**src/rtl/sample_ram_arb.sv**
```systemverilog
// sample_ram_arb: two-master pipelined-Wishbone arbiter for the shared sample RAM.
// S0 (sniffer capture writer) has fixed priority over S1 (FTDI host bus).
// Only one transaction is outstanding at a time. A sticky timeout flags an ack that never arrived.
// Optional build macro SAMPLE_ARB_FAIR_EN adds a bounded-starvation guarantee for S1.
// Once S0 has overtaken a waiting S1 MAX_WAIT times, S1 is granted.
module sample_ram_arb #(
  parameter int unsigned TIMEOUT  = 255,
  parameter int unsigned MAX_WAIT = 4
) (
  input  logic        clk_i,
  input  logic        rst_i,
  input  logic [31:0] s0_addr_i,
  input  logic [31:0] s0_data_i,
  input  logic [3:0]  s0_sel_i,
  input  logic        s0_we_i,
  input  logic        s0_stb_i,
  output logic        s0_stall_o,
  output logic        s0_ack_o,
  input  logic [31:0] s1_addr_i,
  input  logic [31:0] s1_data_i,
  output logic [31:0] s1_data_o,
  input  logic [3:0]  s1_sel_i,
  input  logic        s1_we_i,
  input  logic        s1_stb_i,
  output logic        s1_stall_o,
  output logic        s1_ack_o,
  output logic [31:0] m_addr_o,
  output logic [31:0] m_data_o,
  output logic [3:0]  m_sel_o,
  output logic        m_we_o,
  output logic        m_stb_o,
  input  logic [31:0] m_data_i,
  input  logic        m_stall_i,
  input  logic        m_ack_i,
  output logic        timeout_o,
  input  logic        timeout_clr_i
);

  localparam int unsigned CNT_W = $clog2(TIMEOUT + 1);

  localparam logic [1:0] ST_IDLE    = 2'd0;
  localparam logic [1:0] ST_WAIT_S0 = 2'd1;
  localparam logic [1:0] ST_WAIT_S1 = 2'd2;

  logic [1:0]       state_q, state_d;
  logic [CNT_W-1:0] cnt_q, cnt_d;
  logic             s0_ack_q, s0_ack_d;
  logic             s1_ack_q, s1_ack_d;
  logic             timeout_q, timeout_d;
  logic [31:0]      s1_data_q, s1_data_d;

  logic             s1_force_c;
  logic             grant_s1_c;
  logic             req_c;
  logic             issue_c;

  // S1 wins only when S0 is absent or when fairness forces the grant.
  assign grant_s1_c = s1_stb_i & (~s0_stb_i | s1_force_c);
  assign req_c      = (state_q == ST_IDLE) & (s0_stb_i | s1_stb_i);
  assign issue_c    = req_c & ~m_stall_i;

`ifdef SAMPLE_ARB_FAIR_EN
  localparam int unsigned WAIT_W = $clog2(MAX_WAIT + 1);

  logic [WAIT_W-1:0] wait_q, wait_d;

  // Count S0 issues that overtake a pending S1, saturating at MAX_WAIT.
  always_comb begin
    wait_d = wait_q;
    if (!s1_stb_i || (issue_c && grant_s1_c)) begin
      wait_d = '0;
    end else if (issue_c && (wait_q != WAIT_W'(MAX_WAIT))) begin
      wait_d = wait_q + WAIT_W'(1);
    end
  end

  // Wait counter register.
  always_ff @(posedge clk_i or posedge rst_i) begin
    if (rst_i) begin
      wait_q <= '0;
    end else begin
      wait_q <= wait_d;
    end
  end

  assign s1_force_c = (wait_q == WAIT_W'(MAX_WAIT));
`else
  logic unused_max_wait;

  // Strict priority: S1 is never forced; the fairness limit is only referenced.
  assign unused_max_wait = |MAX_WAIT;
  assign s1_force_c      = 1'b0;
`endif

  // Request mux toward the RAM plus stall steering; the loser always sees stall.
  always_comb begin
    m_addr_o   = '0;
    m_data_o   = '0;
    m_sel_o    = '0;
    m_we_o     = 1'b0;
    m_stb_o    = 1'b0;
    s0_stall_o = 1'b1;
    s1_stall_o = 1'b1;
    if (req_c) begin
      m_stb_o = 1'b1;
      if (grant_s1_c) begin
        m_addr_o   = s1_addr_i;
        m_data_o   = s1_data_i;
        m_sel_o    = s1_sel_i;
        m_we_o     = s1_we_i;
        s1_stall_o = m_stall_i;
      end else begin
        m_addr_o   = s0_addr_i;
        m_data_o   = s0_data_i;
        m_sel_o    = s0_sel_i;
        m_we_o     = s0_we_i;
        s0_stall_o = m_stall_i;
      end
    end
  end

  // Next state: issue, ack or timeout completion, sticky timeout flag.
  always_comb begin
    state_d   = state_q;
    cnt_d     = cnt_q;
    s0_ack_d  = 1'b0;
    s1_ack_d  = 1'b0;
    s1_data_d = s1_data_q;
    timeout_d = timeout_q & ~timeout_clr_i;
    case (state_q)
      ST_IDLE: begin
        if (issue_c) begin
          state_d = grant_s1_c ? ST_WAIT_S1 : ST_WAIT_S0;
          cnt_d   = '0;
        end
      end
      ST_WAIT_S0, ST_WAIT_S1: begin
        if (m_ack_i) begin
          state_d = ST_IDLE;
          if (state_q == ST_WAIT_S1) begin
            s1_ack_d  = 1'b1;
            s1_data_d = m_data_i;
          end else begin
            s0_ack_d = 1'b1;
          end
        end else if (cnt_q == CNT_W'(TIMEOUT - 1)) begin
          // Lost ack: complete the transfer anyway so the master is not hung.
          state_d   = ST_IDLE;
          timeout_d = 1'b1;
          if (state_q == ST_WAIT_S1) begin
            s1_ack_d  = 1'b1;
            s1_data_d = '0;
          end else begin
            s0_ack_d = 1'b1;
          end
        end else begin
          cnt_d = cnt_q + CNT_W'(1);
        end
      end
      default: state_d = ST_IDLE;
    endcase
  end

  // State and registered-output flops.
  always_ff @(posedge clk_i or posedge rst_i) begin
    if (rst_i) begin
      state_q   <= ST_IDLE;
      cnt_q     <= '0;
      s0_ack_q  <= 1'b0;
      s1_ack_q  <= 1'b0;
      s1_data_q <= '0;
      timeout_q <= 1'b0;
    end else begin
      state_q   <= state_d;
      cnt_q     <= cnt_d;
      s0_ack_q  <= s0_ack_d;
      s1_ack_q  <= s1_ack_d;
      s1_data_q <= s1_data_d;
      timeout_q <= timeout_d;
    end
  end

  assign s0_ack_o  = s0_ack_q;
  assign s1_ack_o  = s1_ack_q;
  assign s1_data_o = s1_data_q;
  assign timeout_o = timeout_q;

endmodule
```
**config.mk**
```make
export PLATFORM = sky130hd
export DESIGN_NAME = sample_ram_arb
export DESIGN_NICKNAME = d
export VERILOG_FILES = /design/src/rtl/sample_ram_arb.sv
export SDC_FILE = /design/constraint.sdc
export NUM_CORES = 1
export LEC_CHECK = 0
export CAP_MARGIN = 20
export CORE_AREA = 3 3 108 110
export DETAILED_ROUTE_END_ITERATION = 8
export DIE_AREA = 0 0 111 113
export PLACE_DENSITY_LB_ADDON = 0.2
export SLEW_MARGIN = 0
export SYNTH_ARGS = -nofsm -noshare
export SYNTH_HDL_FRONTEND = slang
export SYNTH_SLANG_ARGS = --single-unit
```
**constraint.sdc**
```tcl
create_clock -name clk_i -period 5.13 [get_ports clk_i]
set_input_delay 0.7695 -clock clk_i [delete_from_list [all_inputs] [get_ports clk_i]]
set_output_delay 0.7695 -clock clk_i [all_outputs]
set_load 0.005 [all_outputs]
```
### Placement view, run 1

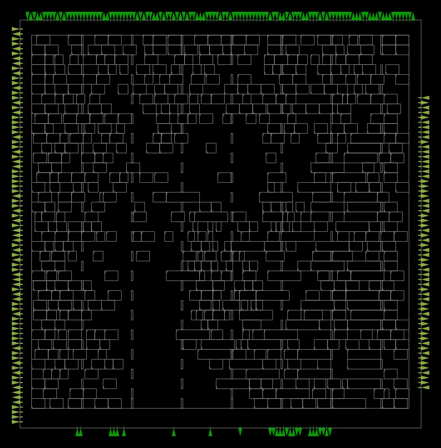
CORE AREA: 10800 um^2
Tap Cells: 140
registers: 45

### Cells colored by class, run 1

Fill, decap, tap and diode cells in gray.
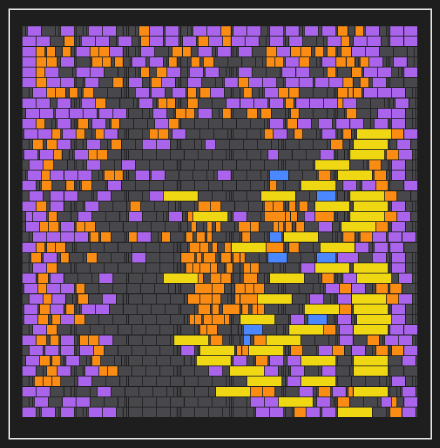
| class | color | cells |
|---|---|---|
| clock drivers and dummy loads | blue | 8 |
| other buffers and delay cells | purple | 288 |
| combinational and other logic | orange | 249 |
| flops | yellow | 45 |

### Routed metal per tile, run 1

The bar under the picture is 20 um long. The die is cut into 22 by 23 equal tiles; black is low, pale yellow is high, scaled to the fullest tile. Values are wire area over tile area, all layers added.
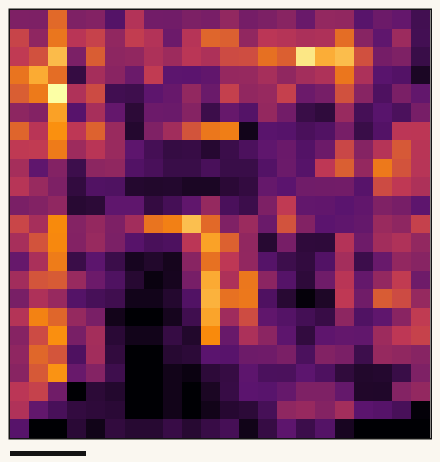
fullest tile: 0.56
nearly empty tiles: 4.2%
densest ninth of the die: north-west
tiles over half the peak: 18%
mean over tiles: 0.19
drt wl/cell: 19.2 um
drt total wl: 14100 um

[run 1: cells by family (layout without fill, tap and decap cells)]
logic type	Yosys count	after routing	share of synthesized area [%]
simple gates	115	115	23.3
fa+ha+maj	4	4	1.68
flops	45	45	37.7
buf+inv	41	304	5.49
compound gates	122	122	31.8
other cells	0	1	0
[run 1: flip-flops by register name (all words and copies together) (netlist names)]
register,count
cnt_q,8
s0_ack_o,1
s1_ack_o,1
s1_data_o,32
state_q,2
timeout_o,1
[run 1: layer usage]
layer  vias to the layer above  track usage (%)  share of wire (%)  wire [um]
li1                       1752                -                  -          -
met2                       183             33.9                 48       6780
met4                         4             5.01                1.6        225
met1                      1747             27.2                 41       5810
met3                        18             6.95                8.7       1220
met5                         -                0               0.17         24
==> deck_impl_summary.md, run 1 <==
Run Summary

Status
  • Status: completed

Cells and area
  • Invs w/o clock: 8
  • Layout Nets: 770
  • Commonest non-fill, non-tap cells in the layout: clkdlybuf4s50_1 (282), nor2b_1 (71), a22oi_1 (69)
  • Seq/total area: 18.7%
  • Top cell category: buffers
  • Utilization after layout: between 50 and 60%
  • # diodes: 1
  • Ratio of cells with drive above 1 in the final layout: under 10%
  • Non-Filler Instances: approximately 730

Clock tree
  • Setup Fix Bufs, Post-CTS: 0
  • Clk sink count: roughly 45
  • Hold buffers post-CTS: 0
  • H-tree depth: 2
  • Clock Tree Buf Depth: 2

Placed design
  • DPL Wire Length: roughly 11000 um
  • Placed Cells: between 700 and 800
  • PortBufs: about 280
  • Pre-CTS setup slack: roughly 1.4 ns
  • Placed cell areas: a little under 6000 um^2

Power and ir drop
  • Combinational power share: a little under two thirds
  • Pleak: 2.37 nW
  • Clock network power: 0.228 mW
  • Combinational cell power: 1.44 mW
  • Pint: about 1.5 mW
  • Overall Power: 2.26 mW
  • Pwr top: combinational cells
  • PwrDens: between 300 and 400 nW/um^2

Final timing
  • Final hold violations: 0
  • Post-route minimum period: ~3.7 ns
  • Hold Slack: roughly 0.50 ns
  • Slew Viols, Final: 0

Hold path
  • Hold Path Stages: 1

Logic synthesis
  • Yosys top cell by instances: nor2b_1
  • Mean Syn Cell Area: approximately 9 um^2
  • YS warnings: 0
  • Area share of the largest cell type after synthesis: a little under two fifths
  • Post-synth EDFFs: 0
  • Post-synth seq share: about 38%
  • Synth area leader: dfrtp_1

Detailed routing
  • Vias: roughly 3700

Critical path
  • Worst path slowest cell: buf_4
  • Setup CP Type: in2out
  • Crit path cell chain: clkdlybuf4s50_1 > nor2b_4 > buf_4 > a22oi_1 > nor2b_1 > clkdlybuf4s50_1

GRT
  • Largest net degree at the start of global routing: 72
  • Grt total ovfl: 0

Floorplan
  • # IOs: between 200 and 300
  • Rows: 38
### Register map, names as in the netlist, run 1

Other sequential cells in the stronger gray, the rest of the logic in the fainter gray.
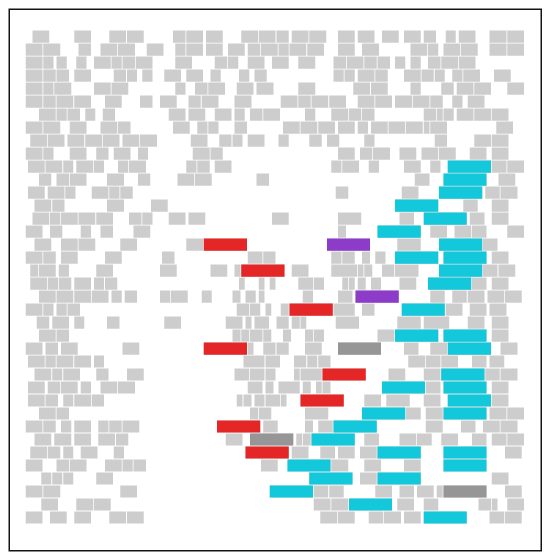

==> run 2, diff against run 1 <==
--- a/config.mk
+++ b/config.mk
@@ -6,9 +6,9 @@
 export NUM_CORES = 1
 export LEC_CHECK = 0
 export CAP_MARGIN = 20
-export CORE_AREA = 3 3 108 110
+export CORE_MARGIN = 3
+export CORE_UTILIZATION = 28
 export DETAILED_ROUTE_END_ITERATION = 8
-export DIE_AREA = 0 0 111 113
 export PLACE_DENSITY_LB_ADDON = 0.2
 export SLEW_MARGIN = 0
 export SYNTH_ARGS = -nofsm -noshare
==> constraint.sdc (replaced) <==
create_clock -name clk_i -period 3.4 [get_ports clk_i]
set_input_delay 0.51 -clock clk_i [delete_from_list [all_inputs] [get_ports clk_i]]
set_output_delay 0.51 -clock clk_i [all_outputs]
set_load 0.005 [all_outputs]
### Register map, names as in the netlist, run 2

Other sequential cells in the stronger gray, the rest of the logic in the fainter gray.
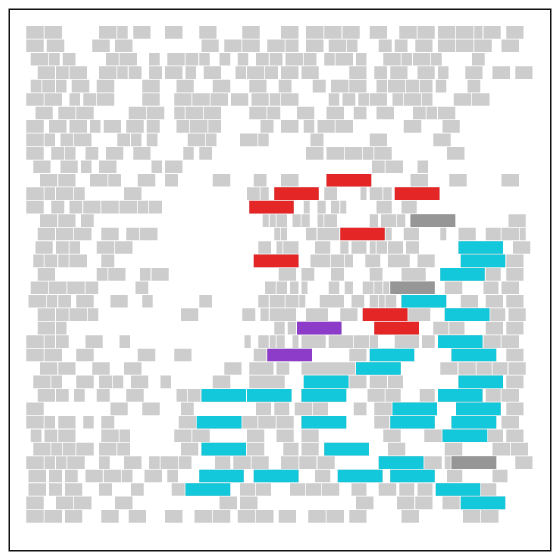
| name in the netlist | color | placed flops |
|---|---|---|
| cnt_q | red | 8 |
| s1_data_o | cyan | 32 |
| state_q | purple | 2 |

### Placement view, run 2

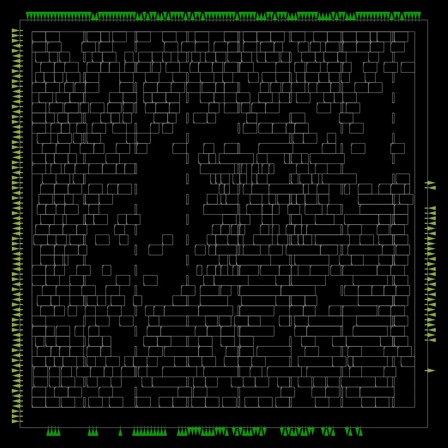
# fillers: 910
Rows: 37
Non-Filler Instances: 731
utilization after layout: 58.6%
Tap Cells: 136

### Cells colored by class, run 2

Fill, decap, tap and diode cells in gray.
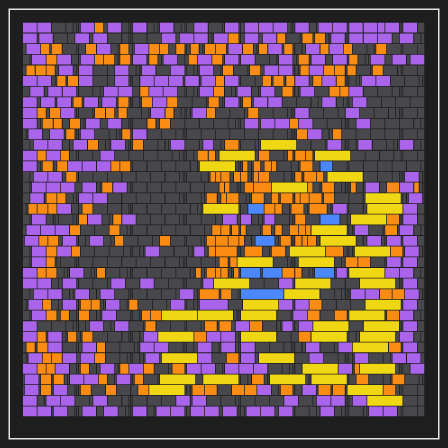
| class | color | cells |
|---|---|---|
| clock drivers and dummy loads | blue | 8 |
| combinational and other logic | orange | 249 |
| flops | yellow | 45 |
| other buffers and delay cells | purple | 291 |

==> run 2 against run 1 <==
Net effect:
- sequential share of layout area decreased by 0.15 points
- wire length up 0.90%
- via count down 0.78%
- register-to-register slack got worse by 1.5 ns
- clock skew is 0.0022 ns higher
- sequential power up 51%
- non-clock buffer count up 3
- critical path depth is the same
- global-route usage rose by 1.4 points
- total power increased by 55%
- largest cell class unchanged
- highest routed layer is now met4
==> deck_impl_summary.md, run 2 <==
Run Summary

Power and ir drop
  • Pwr top: combinational cells
  • Pleak: between 2 and 2.5 nW
  • Pint: 2.36 mW
  • Clock network power: roughly 0.42 mW

Critical path
  • Setup CP Type: in2out

GRT
  • Grt total ovfl: 0
  • Grt peak-use layer: met2
  • GR Util met1: between 20% and 30%

Clock tree
  • Clock Tree Buf Depth: 2
  • Clk sink count: between 40 and 50
  • Hold buffers post-CTS: 0

Final timing
  • Post-route minimum period: 2.85 ns
  • Hold Slack: ~0.51 ns
  • Slew Viols, Final: 0

Cells and area
  • Layout Nets: a little under 800
  • Max reg flops: 32
  • Ratio of cells with drive above 1 in the final layout: 3.88%

Placed design
  • Placed Cells: just over 700
  • PortBufs: 283

Detailed routing
  • M1 wire length: between 5000 and 6000 um
  • Drt wl/cell: about 19 um
  • Vias: ~3700

Status
  • Status: completed

Logic synthesis
  • Simple-gate portion of the synthesized area: 23.3%
  • Xor+xnor area frac: 0%
  • Yosys top cell by instances: nor2b_1
  • Area share of the largest cell type after synthesis: between 30% and 40%
  • Synth area leader: dfrtp_1
  • Post-synth seq share: around 38%

Hold path
  • Hold Path Stages: 1
[run 2: worst max-delay path, cell delays in order]
cell	delay, ns
clkdlybuf4s50_1	0.51
nor2b_4	0.18
buf_12	0.29
a22oi_1	0.13
nor2b_1	0.17
clkdlybuf4s50_1	0.52
[run 2: layout make-up]
| type | instances | share of cell area, % |
|---|---|---|
| Timing Repair Buffer | 291 | 47.9 |
| Multi-Input combinational cell | 241 | 28.1 |
| Inverter | 8 | 0.496 |
| Clock inverter | 3 | 0.827 |
| Antenna cell | 2 | 0.0827 |
| Sequential cell | 45 | 18.6 |
| Clock buffer | 5 | 1.14 |
| Tap cell | 136 | 2.81 |
[run 2: logic make-up after synthesis]
family | count (synthesis)
buffers and inverters | 41
adder cells (fa/ha/maj) | 4
AND-OR/OR-AND | 122
flip-flops | 45
AND/OR/NAND/NOR | 115
Power and IR drop assume default switching activity.
